File: src/rtl/cpu_fetch_decode_if.sv
// Front-end bus of the LEGv8 fetch/decode slice: PC load path, fetched
// instruction and ALU flags in; current PC, control signals and immediates out.
interface cpu_fetch_decode_if;
  logic        pc_en;
  logic [63:0] pc_next;
  logic [31:0] instruction;
  logic        zero;
  logic        negative;
  logic        overflow;

  logic [63:0] pc;
  logic        Reg2Loc;
  logic        ALUsrc;
  logic        ALUsrc1;
  logic [2:0]  ALUOp;
  logic        MemtoReg;
  logic        RegWri;
  logic        MemWri;
  logic        Readmem;
  logic        BrTaken;
  logic        UncondBr;
  logic [63:0] DAddr9;
  logic [63:0] CondAddr19;
  logic [63:0] BrAddr26;
  logic [63:0] Imm12;

  // Driver side: the datapath around this slice (or a testbench)
  modport master (
    output pc_en, pc_next, instruction, zero, negative, overflow,
    input  pc, Reg2Loc, ALUsrc, ALUsrc1, ALUOp, MemtoReg, RegWri, MemWri,
           Readmem, BrTaken, UncondBr, DAddr9, CondAddr19, BrAddr26, Imm12
  );

  modport slave (
    input  pc_en, pc_next, instruction, zero, negative, overflow,
    output pc, Reg2Loc, ALUsrc, ALUsrc1, ALUOp, MemtoReg, RegWri, MemWri,
           Readmem, BrTaken, UncondBr, DAddr9, CondAddr19, BrAddr26, Imm12
  );
endinterface

File: src/rtl/cpu_fetch_decode.sv
// LEGv8 single-cycle front end: PC register, main control decoder and
// immediate extension. Optional B.LT decode is enabled by macro CTRL_BLT_EN.
module cpu_fetch_decode (
  input logic              clk,
  input logic              reset,
  cpu_fetch_decode_if.slave bus
);

  localparam logic [2:0] ALU_PASS_B = 3'b000;
  localparam logic [2:0] ALU_ADD    = 3'b010;
  localparam logic [2:0] ALU_SUB    = 3'b011;

  function automatic logic signed [63:0] sext9(input logic [8:0] v);
    return 64'(signed'(v));
  endfunction

  function automatic logic signed [63:0] sext19(input logic [18:0] v);
    return 64'(signed'(v));
  endfunction

  function automatic logic signed [63:0] sext26(input logic [25:0] v);
    return 64'(signed'(v));
  endfunction

  function automatic logic [63:0] zext12(input logic [11:0] v);
    return {52'd0, v};
  endfunction

  logic [10:0] opcode;
  logic        blt_cond;
  logic        unused_flags;

  assign opcode = bus.instruction[31:21];

`ifdef CTRL_BLT_EN
  assign blt_cond     = bus.negative ^ bus.overflow;
  assign unused_flags = 1'b0;
`else
  // Flags are ports in both builds but only feed the decoder with B.LT enabled
  assign blt_cond     = 1'b0;
  assign unused_flags = bus.negative ^ bus.overflow;
`endif

  always_ff @(posedge clk or negedge reset) begin
    if (!reset) begin
      bus.pc <= 64'h0;
    end else if (bus.pc_en) begin
      bus.pc <= bus.pc_next;
    end
  end

  always_comb begin
    bus.Reg2Loc  = 1'b0;
    bus.ALUsrc   = 1'b0;
    bus.ALUsrc1  = 1'b0;
    bus.ALUOp    = ALU_PASS_B;
    bus.MemtoReg = 1'b0;
    bus.RegWri   = 1'b0;
    bus.MemWri   = 1'b0;
    bus.Readmem  = 1'b0;
    bus.BrTaken  = 1'b0;
    bus.UncondBr = 1'b0;

    // Opcode fields differ in width; wildcard low bits are instruction operands
    casez (opcode)
      11'b1001000100?: begin // ADDI
        bus.ALUsrc  = 1'b1;
        bus.ALUsrc1 = 1'b1;
        bus.RegWri  = 1'b1;
        bus.ALUOp   = ALU_ADD;
      end
      11'b10101011000: begin // ADDS
        bus.RegWri = 1'b1;
        bus.ALUOp  = ALU_ADD;
      end
      11'b11101011000: begin // SUBS
        bus.RegWri = 1'b1;
        bus.ALUOp  = ALU_SUB;
      end
      11'b11111000010: begin // LDUR
        bus.ALUsrc   = 1'b1;
        bus.MemtoReg = 1'b1;
        bus.RegWri   = 1'b1;
        bus.Readmem  = 1'b1;
        bus.ALUOp    = ALU_ADD;
      end
      11'b11111000000: begin // STUR
        bus.Reg2Loc = 1'b1;
        bus.ALUsrc  = 1'b1;
        bus.MemWri  = 1'b1;
        bus.ALUOp   = ALU_ADD;
      end
      11'b10110100???: begin // CBZ
        bus.Reg2Loc = 1'b1;
        bus.ALUOp   = ALU_PASS_B;
        bus.BrTaken = bus.zero;
      end
      11'b000101?????: begin // B
        bus.BrTaken  = 1'b1;
        bus.UncondBr = 1'b1;
      end
      11'b01010100???: begin // B.cond; only LT is recognised
        if (bus.instruction[4:0] == 5'b01011) begin
          bus.BrTaken = blt_cond;
        end
      end
      default: begin
      end
    endcase
  end

  assign bus.DAddr9     = sext9(bus.instruction[20:12]);
  assign bus.CondAddr19 = sext19(bus.instruction[23:5]);
  assign bus.BrAddr26   = sext26(bus.instruction[25:0]);
  assign bus.Imm12      = zext12(bus.instruction[21:10]);

endmodule

File: src/flat_wrapper.sv
// flat-port wrapper written by rule: the top's interface ports become plain ports
module cpu_fetch_decode_flat 
  (clk, reset, bus_pc_en, bus_pc_next, bus_instruction, bus_zero, bus_negative, bus_overflow, bus_pc, bus_Reg2Loc, bus_ALUsrc, bus_ALUsrc1, bus_ALUOp, bus_MemtoReg, bus_RegWri, bus_MemWri, bus_Readmem, bus_BrTaken, bus_UncondBr, bus_DAddr9, bus_CondAddr19, bus_BrAddr26, bus_Imm12);
  cpu_fetch_decode_if bus_i ();
  input logic clk;
  input logic reset;
  input wire logic [$bits(bus_i.pc_en)-1:0] bus_pc_en;
  input wire logic [$bits(bus_i.pc_next)-1:0] bus_pc_next;
  input wire logic [$bits(bus_i.instruction)-1:0] bus_instruction;
  input wire logic [$bits(bus_i.zero)-1:0] bus_zero;
  input wire logic [$bits(bus_i.negative)-1:0] bus_negative;
  input wire logic [$bits(bus_i.overflow)-1:0] bus_overflow;
  output wire logic [$bits(bus_i.pc)-1:0] bus_pc;
  output wire logic [$bits(bus_i.Reg2Loc)-1:0] bus_Reg2Loc;
  output wire logic [$bits(bus_i.ALUsrc)-1:0] bus_ALUsrc;
  output wire logic [$bits(bus_i.ALUsrc1)-1:0] bus_ALUsrc1;
  output wire logic [$bits(bus_i.ALUOp)-1:0] bus_ALUOp;
  output wire logic [$bits(bus_i.MemtoReg)-1:0] bus_MemtoReg;
  output wire logic [$bits(bus_i.RegWri)-1:0] bus_RegWri;
  output wire logic [$bits(bus_i.MemWri)-1:0] bus_MemWri;
  output wire logic [$bits(bus_i.Readmem)-1:0] bus_Readmem;
  output wire logic [$bits(bus_i.BrTaken)-1:0] bus_BrTaken;
  output wire logic [$bits(bus_i.UncondBr)-1:0] bus_UncondBr;
  output wire logic [$bits(bus_i.DAddr9)-1:0] bus_DAddr9;
  output wire logic [$bits(bus_i.CondAddr19)-1:0] bus_CondAddr19;
  output wire logic [$bits(bus_i.BrAddr26)-1:0] bus_BrAddr26;
  output wire logic [$bits(bus_i.Imm12)-1:0] bus_Imm12;
  assign bus_i.pc_en = bus_pc_en;
  assign bus_i.pc_next = bus_pc_next;
  assign bus_i.instruction = bus_instruction;
  assign bus_i.zero = bus_zero;
  assign bus_i.negative = bus_negative;
  assign bus_i.overflow = bus_overflow;
  assign bus_pc = bus_i.pc;
  assign bus_Reg2Loc = bus_i.Reg2Loc;
  assign bus_ALUsrc = bus_i.ALUsrc;
  assign bus_ALUsrc1 = bus_i.ALUsrc1;
  assign bus_ALUOp = bus_i.ALUOp;
  assign bus_MemtoReg = bus_i.MemtoReg;
  assign bus_RegWri = bus_i.RegWri;
  assign bus_MemWri = bus_i.MemWri;
  assign bus_Readmem = bus_i.Readmem;
  assign bus_BrTaken = bus_i.BrTaken;
  assign bus_UncondBr = bus_i.UncondBr;
  assign bus_DAddr9 = bus_i.DAddr9;
  assign bus_CondAddr19 = bus_i.CondAddr19;
  assign bus_BrAddr26 = bus_i.BrAddr26;
  assign bus_Imm12 = bus_i.Imm12;
  cpu_fetch_decode u_core (.clk(clk), .reset(reset), .bus(bus_i));
endmodule
File: config.mk
export PLATFORM = sky130hd
export DESIGN_NAME = cpu_fetch_decode_flat
export DESIGN_NICKNAME = d
export VERILOG_FILES = /design/src/rtl/cpu_fetch_decode_if.sv /design/src/rtl/cpu_fetch_decode.sv /design/src/flat_wrapper.sv
export SDC_FILE = /design/constraint.sdc
export NUM_CORES = 1
export LEC_CHECK = 0
export CAP_MARGIN = 20
export CORE_AREA = 2 2 168 170
export CTS_CLUSTER_SIZE = 30
export DETAILED_ROUTE_END_ITERATION = 12
export DIE_AREA = 0 0 170 172
export MAX_ROUTING_LAYER = met4
export SYNTH_ARGS = -nofsm -noshare
export SYNTH_HDL_FRONTEND = slang
export SYNTH_SLANG_ARGS = --single-unit
File: constraint.sdc
create_clock -name clk -period 2.3 [get_ports clk]
set_input_delay 0.46 -clock clk [delete_from_list [all_inputs] [get_ports clk]]
set_output_delay 0.46 -clock clk [all_outputs]
set_load 0.01 [all_outputs]
Figure 1. Placed cells, one colour a class (run 1).
The bar under the picture is 50 um long.
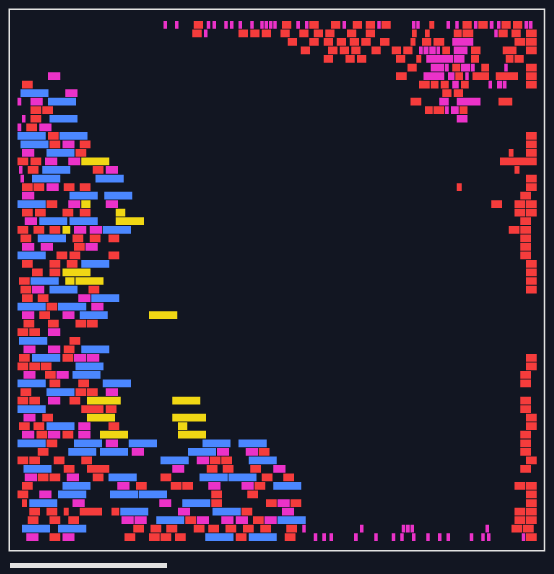
| class | colour | cells |
|---|---|---|
| remaining logic cells | magenta | 142 |
| remaining buffers and delay cells | red | 264 |
| registers | blue | 64 |
| clock drivers and dummy loads | yellow | 16 |

Figure 2. Cell placement (run 1).
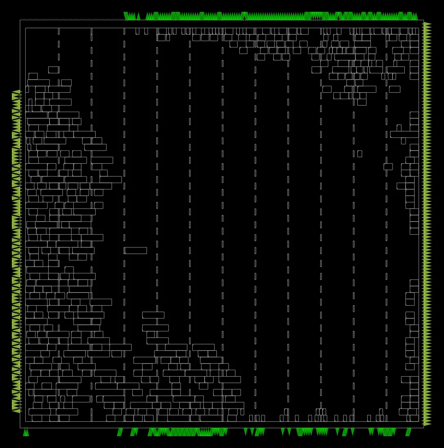
num tapcells: 346
final core utilization: 22.1%
standard-cell row count: 61
Post-Layout Cell Count: 832

==> impl_metrics.json, run 1 <==
{
  "clkCellAreaFrac_pct": 5.40,
  "regArea_sq_um": 1600,
  "fill_cells": 2995,
  "crit_path_end": "bus_ALUOp[1]",
  "async_reset_ff_share_pct": 100,
  "yosys_cells": 419,
  "final.setup_skew_ns": 0,
  "comb_area_sq_um": 1120,
  "seq-cell-share_pct": 26.4,
  "firstDrtPassIters": 4,
  "log.warning_count": 29,
  "die_y_um": 172,
  "track_usage_pct": 6.68,
  "cp_max_fo": 3,
  "peakVddDrop_mv": 0.590,
  "reg2reg_depth": 1,
  "yosysChipArea_sq_um": 4510,
  "synth.most_common_cell": "buf_4",
  "hold_ws_ns": 0.143,
  "cts_resized": 84,
  "yosysTopAreaCell": "buf_4",
  "yosys-top-cells-count": "259 x buf_4, 64 x dfrtp_1, 49 x mux2_2, 15 x mux2_1, 6 x buf_6",
  "worst_slew_pin_slew_ns": 0.635,
  "p_leak_nw": 2.63,
  "dp_slack_ns": -0.382,
  "drcViolationCount": 0,
  "min_period_ns": 2.22,
  "cp_cell_sequence": "clkdlybuf4s50_1, nor3b_4, nand4_1, buf_4, nand3_1, buf_2",
  "hold_viol": 0,
  "grt_max_degree": 60,
  "top_register": "u_core.bus.pc",
  "place_congestion": 0.755,
  "final_common_cell": "clkdlybuf4s50_1",
  "status": "complete, no violations",
  "slowest_stage": "clkdlybuf4s50_1",
  "syn_avg_cell_area_sq_um": 10.8,
  "syn_to_final_growth_pct": 34.7,
  "cp_data_arrival_time_ns": 1.76,
  "hold_class": "in -> async",
  "grt_pass1_wl_mm": 14.8,
  "nFlopsAndLatches": 64,
  "n_all_inverters": 4,
  "overflow": 0,
  "antenna_left": 0
}
Figure 3. Metal layers overlaid (run 1).
The bar under the picture is 50 um long. Two of the layers only.
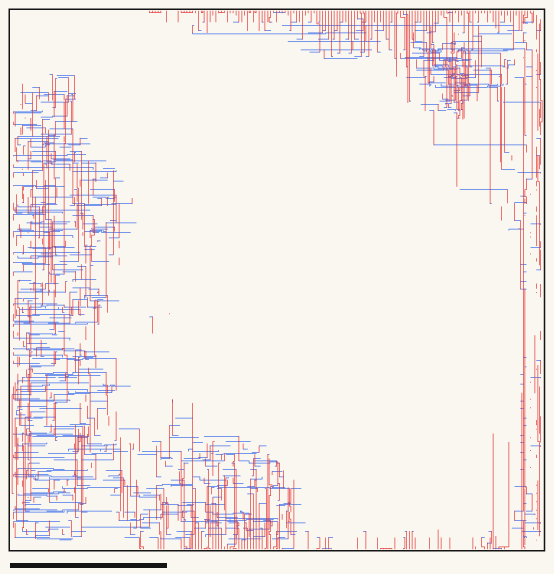
| layer | colour | wire length |
|---|---|---|
| M1 | blue | 3,720 um |
| M2 | red | 4,970 um |

Figure 4. Power grid (run 1).
The bar under the picture is 50 um long. Pins as bars on the die edge. Tap cells in grey.
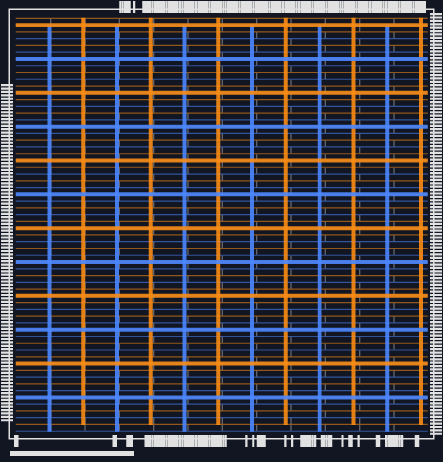
| net | colour |
|---|---|
| VDD | orange |
| VSS | blue |
met5 straps: 12
met4 straps: 12
signal pins: 434
rows: 61

[run 1: layer usage]
layer / up-vias / wire, um / global-route usage (%) / part of all wire (%)
met5: - / 0 / - / 0
met2: 252 / 4970 / 11.0 / 49
met1: 1202 / 3720 / 6.93 / 37
met4: 0 / 211 / 2.75 / 2.1
li1: 1159 / - / - / -
met3: 15 / 1250 / 3.11 / 12
[run 1: worst max-delay path, delay by kind of cell]
kind,cells,cell delay (ns)
buf+inv,3,0.83
simple gates,3,0.47
[run 1: where the power goes]
part	total, W	switching (W)	leakage, nW	internal (W)
registers	0.00130	0.0000583	0.748	0.00124
logic	0.000890	0.000352	1.73	0.000538
clock network	0.00152	0.000558	0.157	0.000960
total	0.00371	0.000968	2.63	0.00274
Figure 5. Clock network drawn from the DEF (run 1).
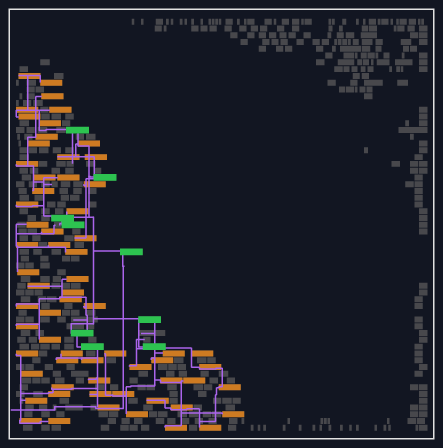

==> run 2: changes to the inputs <==
--- a/config.mk
+++ b/config.mk
@@ -13,2 +13,3 @@
 export MAX_ROUTING_LAYER = met4
+export SLEW_MARGIN = 0
 export SYNTH_ARGS = -nofsm -noshare
==> constraint.sdc (replaced) <==
create_clock -name clk -period 2.3 [get_ports clk]
set_input_delay 0.345 -clock clk [delete_from_list [all_inputs] [get_ports clk]]
set_output_delay 0.345 -clock clk [all_outputs]
set_load 0.01 [all_outputs]
Figure 6. Clock network drawn from the DEF (run 2).
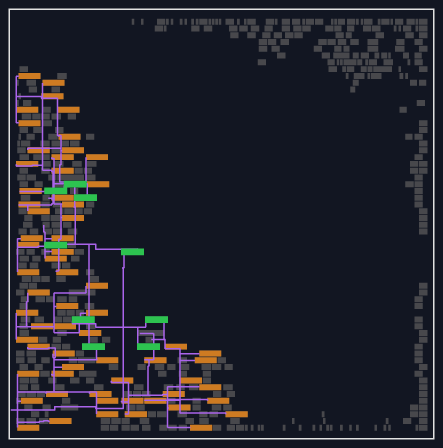
[flip-flops] orange | count: 64
[clock wires] purple | length: 1,070 um
[clock-net drivers] green | count: 9
routed clock nets: 10

Figure 7. Metal layers overlaid (run 2).
The bar under the picture is 50 um long. Two of the layers only.
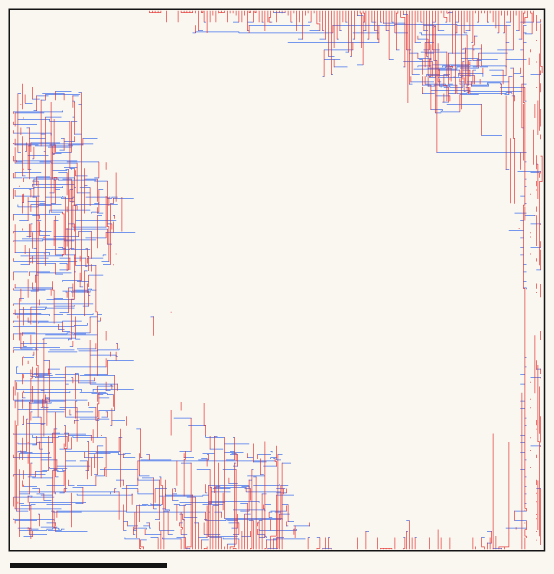
| layer | colour | wire length |
|---|---|---|
| M2 | red | 4,710 um |
| M1 | blue | 3,480 um |

Figure 8. Cell placement (run 2).
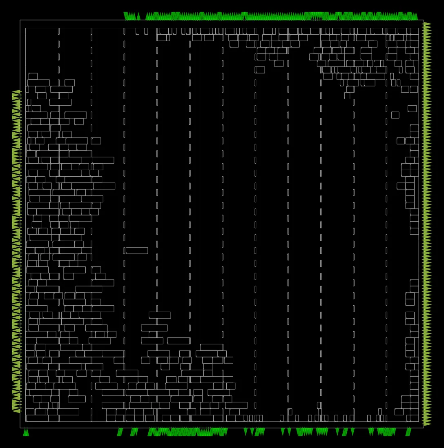
final core utilization: 22.1%
seq_cells: 64
flop share of the area: 26.4%

==> run 2 against run 1 <==
Against the previous run: die size unchanged; clock skew unchanged; setup slack better by 0.064 ns; combinational power up 1%; maximum frequency increased by 3.0%; worst hold slack got worse by 0.14 ns; global-route usage down 0.46 points.
==> impl_metrics.json, run 2 <==
{
  "status": "complete, no violations",
  "endpoint_kind": "primary output",
  "rows": 61,
  "antenna_left": 0,
  "hold_viol": 0,
  "grt_use_met3_pct": 3.50,
  "syn_to_final_growth_pct": 34.5,
  "hold_ws_ns": 0.00432,
  "reg2reg_depth": 1,
  "yosys-top-cells-count": "259 x buf_4, 64 x dfrtp_1, 49 x mux2_2, 15 x mux2_1, 6 x buf_6",
  "dp_slack_ns": -0.176,
  "synth.most_common_cell": "buf_4",
  "log.warning_count": 28,
  "route.layer.met1.wl_mm": 3.48,
  "track_usage_pct": 6.22,
  "async_reset_ff_share_pct": 100,
  "fill_cells": 2942,
  "clkCellAreaFrac_pct": 5.78,
  "cp_max_fo": 6,
  "hold_class": "in -> async",
  "yosysTopAreaCell": "buf_4",
  "crit_path_end": "bus_RegWri",
  "grt_use_met2_pct": 10.0,
  "min_period_ns": 2.16,
  "reg_top3": "u_core.bus.pc (64)",
  "overflow": 0,
  "area_leaders": "buf_4 43%, dfrtp_1 36%, mux2_2 12%, mux2_1 3.7%, buf_6 1.5%",
  "grt_pass1_wl_mm": 13.7,
  "regArea_sq_um": 1600,
  "path_delay_family": "buffers and inverters",
  "yosys_cells": 419,
  "worst-path-stages": 5,
  "busiest_layer": "met2",
  "dp_hpwl_mm": 7.70,
  "p_leak_nw": 2.54,
  "io_pins": 434,
  "comb_area_sq_um": 1100,
  "final.setup_skew_ns": 0,
  "highest_layer": "met4",
  "die_y_um": 172,
  "yosysChipArea_sq_um": 4510,
  "place_congestion": 0.740,
  "n_tap_cell": 346,
  "final_cells": 824,
  "fin_tns_setup_ns": 0,
  "cp_data_arrival_time_ns": 1.82,
  "final_common_cell": "clkdlybuf4s50_1",
  "cp_cell_sequence": "clkdlybuf4s50_1, and4bb_2, nand4_4, o211ai_2, dlygate4sd2_1",
  "maxCapViolCount": 0,
  "slowest_stage": "clkdlybuf4s50_1",
  "clk_path_buf_depth": 2,
  "gr-usage-met1_pct": 6.42,
  "wl_met2_mm": 4.71,
  "peakVddDrop_mv": 0.583,
  "drcViolationCount": 0,
  "syn_avg_cell_area_sq_um": 10.8,
  "wl_met3_mm": 1.42,
  "grt_max_degree": 60,
  "ys_seq_share_pct": 35.5,
  "finish.net_count": 575,
  "crit_buf_inv": 2,
  "firstDrtPassIters": 4,
  "cts.sinks": 64,
  "worst_slew_pin_slew_ns": 0.574,
  "powerDensity_nw_per_um2": 630,
  "cts_root_buf": "clkbuf_16",
  "top_register": "u_core.bus.pc",
  "n_all_inverters": 4
}
run 2: cell counts after synthesis:
No cell type changed its count.
run 2: repair_timing:
item,CTS,global route
pin swaps,1,1
buffers inserted,0,0
endpoints found under the setup margin,10,46
gates resized,16,3
run 2: report_power, final:
group	switching, W	total [W]	leakage (nW)	internal (W)
clock	0.000551	0.00162	0.171	0.00107
sequential	0.0000572	0.00130	0.748	0.00124
combinational	0.000348	0.000900	1.62	0.000552
run 2: cell families (layout without fill, tap and decap cells):
| group | after synthesis | in the layout | synth area share [%] |
|---|---|---|---|
| AOI/OAI and AO/OA | 3 | 3 | 0.555 |
| buffers and inverters | 269 | 276 | 45.0 |
| DFF | 64 | 64 | 35.5 |
| muxes | 64 | 64 | 16.0 |
| other | 1 | 53 | 0.0832 |
| and+or+nand+nor | 18 | 18 | 2.89 |
Power and IR drop assume default switching activity.
